`src/rtl/header_pkg.sv`:
```
// Shared types and constants for the load/store unit.
//   mem_size_t      : func3 access-size encodings (B, H, W, BU, HU)
//   lsu_state_t     : load/store sequencer states
//   TIMEOUT_DEFAULT : default number of REQ cycles before a bus access is aborted
//   normalize_size  : maps any 3-bit func3 onto a defined size (unknown codes act as W)
package header_pkg;

  typedef enum logic [2:0] {
    SZ_B  = 3'b000,
    SZ_H  = 3'b001,
    SZ_W  = 3'b010,
    SZ_BU = 3'b100,
    SZ_HU = 3'b101
  } mem_size_t;

  typedef enum logic [1:0] {
    ST_IDLE = 2'd0,
    ST_REQ  = 2'd1,
    ST_DONE = 2'd2
  } lsu_state_t;

  localparam int TIMEOUT_DEFAULT = 16;

  function automatic mem_size_t normalize_size(input logic [2:0] code);
    case (code)
      3'b000:  return SZ_B;
      3'b001:  return SZ_H;
      3'b100:  return SZ_BU;
      3'b101:  return SZ_HU;
      default: return SZ_W;
    endcase
  endfunction

endpackage

```
`src/rtl/load_extract.sv`:
```
// Combinational load-data extraction.
//   rdata  : 32-bit word returned by memory
//   offset : byte offset of the access within the word (addr[1:0])
//   size   : access size (normalized func3)
//   data   : lane-selected, sign- or zero-extended load result
module load_extract
  import header_pkg::*;
(
  input  logic [31:0] rdata,
  input  logic [1:0]  offset,
  input  mem_size_t   size,
  output logic [31:0] data
);

  logic signed [7:0]  lane_b;
  logic signed [15:0] lane_h;
  logic signed [31:0] sext_b;
  logic signed [31:0] sext_h;

  always_comb begin
    lane_b = rdata[{offset, 3'b000} +: 8];
    // Halfword accesses are aligned, so only offset[1] selects the lane.
    lane_h = offset[1] ? rdata[31:16] : rdata[15:0];
    sext_b = lane_b;
    sext_h = lane_h;
    case (size)
      SZ_B:    data = sext_b;
      SZ_H:    data = sext_h;
      SZ_BU:   data = {24'd0, lane_b};
      SZ_HU:   data = {16'd0, lane_h};
      default: data = rdata;
    endcase
  end

endmodule

```
`src/rtl/load_store_unit.sv`:
```
// Load/store unit: turns a load or store request from the pipeline into a
// single word-aligned bus access, with byte-lane steering for stores,
// extension of load data, misalignment detection and a bus timeout.
//   clk, rst_n           : clock, asynchronous active-low reset
//   rd_en, wr_en         : load / store request (both set -> store)
//   addr, wdata, size    : byte address, store data, func3 access size
//   load_data            : extended load result, non-zero only in DONE of a load
//   stall                : freeze PC / register write while an access is in flight
//   misalign, bus_err    : one-cycle error pulses
//   bus_req/we/addr/be/wdata : registered memory request
//   bus_rdata, bus_ack   : memory response
module load_store_unit
  import header_pkg::*;
#(
  parameter int TIMEOUT = TIMEOUT_DEFAULT
) (
  input  logic        clk,
  input  logic        rst_n,
  input  logic        rd_en,
  input  logic        wr_en,
  input  logic [31:0] addr,
  input  logic [31:0] wdata,
  input  logic [2:0]  size,
  output logic [31:0] load_data,
  output logic        stall,
  output logic        misalign,
  output logic        bus_err,
  output logic        bus_req,
  output logic        bus_we,
  output logic [31:0] bus_addr,
  output logic [3:0]  bus_be,
  output logic [31:0] bus_wdata,
  input  logic [31:0] bus_rdata,
  input  logic        bus_ack
);

  localparam int CNT_W = $clog2(TIMEOUT) + 1;

  lsu_state_t       state;
  logic [CNT_W-1:0] cnt;
  mem_size_t        sz_in;
  mem_size_t        sz_q;
  logic [1:0]       off_q;
  logic             is_load_q;
  logic             misaligned;
  logic             accept;
  logic             timeout_hit;
  logic [3:0]       be_n;
  logic [31:0]      wdata_n;
  logic [31:0]      extracted;

  assign sz_in = normalize_size(size);

  always_comb begin
    misaligned = 1'b0;
    be_n       = 4'b1111;
    wdata_n    = wdata;
    case (sz_in)
      SZ_B, SZ_BU: begin
        be_n    = 4'b0001 << addr[1:0];
        wdata_n = {4{wdata[7:0]}};
      end
      SZ_H, SZ_HU: begin
        misaligned = addr[0];
        be_n       = addr[1] ? 4'b1100 : 4'b0011;
        wdata_n    = {2{wdata[15:0]}};
      end
      default: misaligned = (addr[1:0] != 2'b00);
    endcase
  end

  assign accept      = (state == ST_IDLE) && (rd_en || wr_en) && !misaligned;
  assign timeout_hit = (state == ST_REQ) && !bus_ack && (cnt == CNT_W'(TIMEOUT - 1));

  // Stall and the error pulses are decoded from the current cycle so the
  // pipeline freezes in the same cycle the request is presented; reset
  // masks them immediately.
  assign stall    = rst_n && (accept || (state == ST_REQ));
  assign misalign = rst_n && (state == ST_IDLE) && (rd_en || wr_en) && misaligned;
  assign bus_err  = rst_n && timeout_hit;

  load_extract u_load_extract (
    .rdata  (bus_rdata),
    .offset (off_q),
    .size   (sz_q),
    .data   (extracted)
  );

  // Access context used only for load extraction; no reset needed.
  always_ff @(posedge clk) begin
    if (accept) begin
      sz_q      <= sz_in;
      off_q     <= addr[1:0];
      is_load_q <= !wr_en;
    end
  end

  always_ff @(posedge clk or negedge rst_n) begin
    if (!rst_n) begin
      state     <= ST_IDLE;
      cnt       <= '0;
      bus_req   <= 1'b0;
      bus_we    <= 1'b0;
      bus_addr  <= '0;
      bus_be    <= '0;
      bus_wdata <= '0;
      load_data <= '0;
    end else begin
      // load_data is only ever loaded on the REQ->DONE edge, so it is
      // visible for exactly the DONE cycle.
      load_data <= '0;
      case (state)
        ST_IDLE: begin
          if (accept) begin
            state     <= ST_REQ;
            cnt       <= '0;
            bus_req   <= 1'b1;
            bus_we    <= wr_en;
            bus_addr  <= {addr[31:2], 2'b00};
            bus_be    <= be_n;
            bus_wdata <= wdata_n;
          end
        end
        ST_REQ: begin
          if (bus_ack) begin
            state   <= ST_DONE;
            bus_req <= 1'b0;
            if (is_load_q) load_data <= extracted;
          end else if (timeout_hit) begin
            state   <= ST_DONE;
            bus_req <= 1'b0;
          end else begin
            cnt <= cnt + 1'b1;
          end
        end
        ST_DONE: state <= ST_IDLE;
        default: state <= ST_IDLE;
      endcase
    end
  end

endmodule

```
`config.mk`:
```
export PLATFORM = sky130hd
export DESIGN_NAME = load_store_unit
export DESIGN_NICKNAME = d
export VERILOG_FILES = /design/src/rtl/header_pkg.sv /design/src/rtl/load_extract.sv /design/src/rtl/load_store_unit.sv
export SDC_FILE = /design/constraint.sdc
export NUM_CORES = 1
export LEC_CHECK = 0
export CAP_MARGIN = 20
export CORE_ASPECT_RATIO = 0.6
export CORE_MARGIN = 10
export CORE_UTILIZATION = 44
export CTS_CLUSTER_DIAMETER = 120
export CTS_CLUSTER_SIZE = 24
export DETAILED_ROUTE_END_ITERATION = 10
export GPL_TIMING_DRIVEN = 1
export MAX_ROUTING_LAYER = met4
export PLACE_DENSITY = 0.8
export SLEW_MARGIN = 20
export SYNTH_ARGS = -nofsm -noshare
export SYNTH_HDL_FRONTEND = slang
export SYNTH_HIERARCHICAL = 1
export SYNTH_SLANG_ARGS = --single-unit
```
`constraint.sdc`:
```
create_clock -name clk -period 2.5 [get_ports clk]
set_input_delay 0.5 -clock clk [delete_from_list [all_inputs] [get_ports clk]]
set_output_delay 0.5 -clock clk [all_outputs]
set_load 0.02 [all_outputs]
```
run_1/met3.png
Scale bar: 50 um.
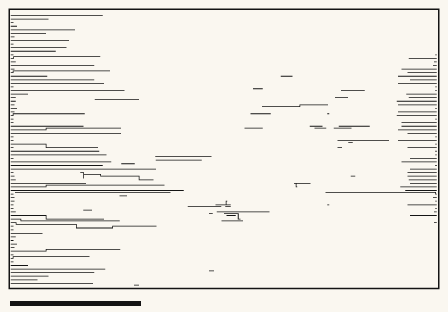
longest straight run: 65.6 um
share of all routed wire: 12%

run_1/cell_classes.png
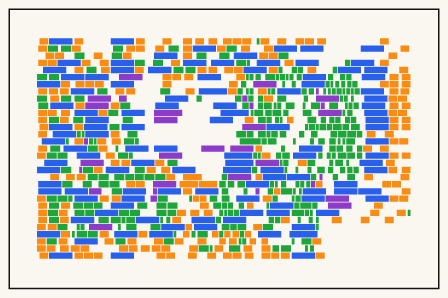
legend:
  orange:
    class: other buffers and delay cells
    cells: 227
  blue:
    class: flip-flops
    cells: 113
  green:
    class: all other logic
    cells: 308
  purple:
    class: clock drivers and dummy loads
    cells: 32

run_1/registers.png
Scale bar: 50 um.
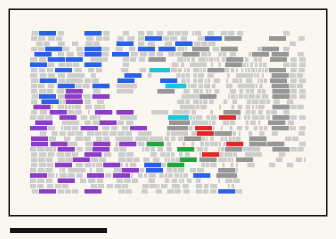
legend:
  red:
    signal: `cnt`
    placed_flops: 5
  purple:
    signal: `bus_wdata`
    placed_flops: 32
  green:
    signal: `bus_be`
    placed_flops: 4
  blue:
    signal: `bus_addr`
    placed_flops: 30
  cyan:
    signal: `sz_q`
    placed_flops: 3
not coloured: 39

[run 1: state kept, by name (all words and copies together) (netlist names), 2 cells and up]
register,count
bus_addr,30
bus_be,4
bus_wdata,32
cnt,5
load_data,32
off_q,2
state,2
sz_q,3
[run 1: cell type report]
class / count / area (um^2)
timing repair buffer: 227 / 2260
multi-input combinational: 299 / 2290
antenna: 1 / 2.50
tap: 165 / 206
clock inverter: 10 / 82.6
inverter: 9 / 33.8
fill: 913 / 3810
sequential: 113 / 2860
clock buffer: 22 / 475
[run 1: cells by family after synthesis]
kind of cell    after synthesis  synth area share, %
simple gates                135                 13.5
flops                       113                 52.9
mux                         103                 21.2
compound gates               56                 6.95
buf+inv                      41                 4.70
fa+ha+maj                     2                0.463
other cells                   1               0.0694
xor+xnor                      1                0.162
==> reports/metrics.yaml, run 1 <==
run_status:
  run_status: "finished, final reports clean"
drt:
  met1_length_mm: 6.70
  dr.first_iter.drc_count: 224
  routed_wl_mm: 16.6
  route.detailed.drc: 0
global_routing:
  grt_pass1_vias: 4876
  grt_busiest_layer: "met2"
  grtUsageMet2_pct: 30.9
  overflow: 0
  grt_usage_pct: 20.2
final_timing:
  finClkSkew_ns: 0.00457
  hold_viol: 0
logic_synthesis:
  ys_seq_share_pct: 52.9
  synthFlopType: "dfrtp_1"
  most_common_cell: "dfrtp_1"
  synth_area_leader_cell: "dfrtp_1"
power_and_ir_drop:
  combPwrFrac_pct: 39.6
  power.internal_mw: 5.56
  peakVddDrop_v: 0.000717
  top_power_group: "combinational logic"
die:
  die_area_um2: 17300
  pin_count: 209
  fp_util_pct: 44.9
critical_path:
  end_kind: "primary output"
  path_max_fanout: 4
  path_class: "register to primary output"
  critical_path.startpoint: "cnt[0]$_DFFE_PN0P_"
  max_stage_delay_ns: 0.39
  path_cells: "ha_1 -> and3_1 -> ha_1 -> nand2_1 -> nor3_1 -> clkdlybuf4s15_1"
cts:
  clk_latency_ns: 0.40
  post_cts_resized: 3
  cts_tree: "yes"
placed_design:
  post-place-cells: 812
  io_buffer_count: 206
finish:
  layout.nets: 773
worst_hold_path:
  hp-class: "register to register"
==> run 2, diff against run 1 <==
GPL_ROUTABILITY_DRIVEN = 1   (was unset)
run_2/final_placement.png
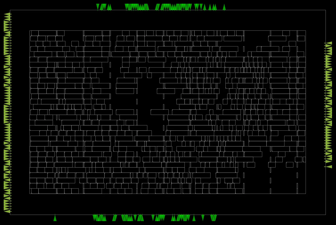
# rows: 31
TAP cells: 165
flop count: 113
fill cell count: 913
Seq/total area: 34.8%

==> run 2 against run 1 <==
Compared with the run above: worst hold slack unchanged; core utilization did not move; clock power about the same; sequential power about the same; worst setup slack stayed put; sequential share of layout area did not move; clock skew is the same; synthesized cell count stayed put; combinational power about the same; critical path type unchanged; highest routed layer unchanged.
==> reports/metrics.yaml, run 2 <==
logic_synthesis:
  synthAoiAreaFrac_pct: 6.95
  adder_share_pct: 0.463
  xor_share_pct: 0.162
  simple_gate_area_share_pct: 13.5
power_and_ir_drop:
  peakVddDrop_v: 0.000717
final_timing:
  finClkSkew_ns: 0.00457
  hold_viol: 0
critical_path:
  path_cells: "ha_1 -> and3_1 -> ha_1 -> nand2_1 -> nor3_1 -> clkdlybuf4s15_1"
  path_max_fanout: 4
  path_class: "register to primary output"
worst_hold_path:
  hp-class: "register to register"
global_routing:
  grt_pass1_vias: 4876
  grt_usage_pct: 20.2
  overflow: 0
drt:
  routed_wl_mm: 16.6
  route.detailed.drc: 0
die:
  pin_count: 209
cts:
  cts_tree: "yes"
placed_design:
  io_buffer_count: 206
run_status:
  run_status: "finished, final reports clean"
run_2/cell_classes.png
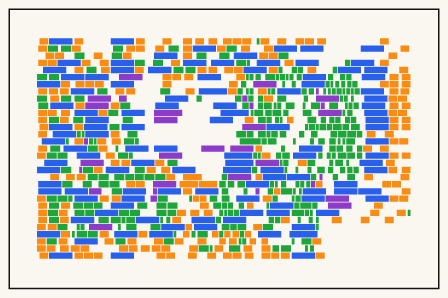
legend:
  purple:
    class: clock drivers and dummy loads
    cells: 32
  blue:
    class: flip-flops
    cells: 113
  orange:
    class: other buffers and delay cells
    cells: 227
  green:
    class: all other logic
    cells: 308

[run 2: metal layers]
metal	GRT usage, %	up-vias	share of wire, %
met5	-	-	0
met4	5.51	0	1.1
met3	10.6	16	12
met2	30.9	187	46
met1	22.7	2132	40
li1	-	2019	-
[run 2: power breakdown]
group	switching (mW)	leakage, nW	total [mW]	internal (mW)
sequential	0.342	1.39	2.77	2.42
clock	0.812	0.279	2.25	1.44
combinational	1.59	1.88	3.29	1.69
total	2.75	3.55	8.31	5.56
[run 2: layout make-up]
cell class	count	area, um^2	area share (%)
Clock inverter	10	82.6	1.01
Tap cell	165	206	2.51
Timing Repair Buffer	227	2260	27.5
Clock buffer	22	475	5.79
Multi-Input combinational cell	299	2290	27.9
Sequential cell	113	2860	34.8
Inverter	9	33.8	0.412
Antenna cell	1	2.50	0.0305
Power is estimated from default activity; no workload was simulated.
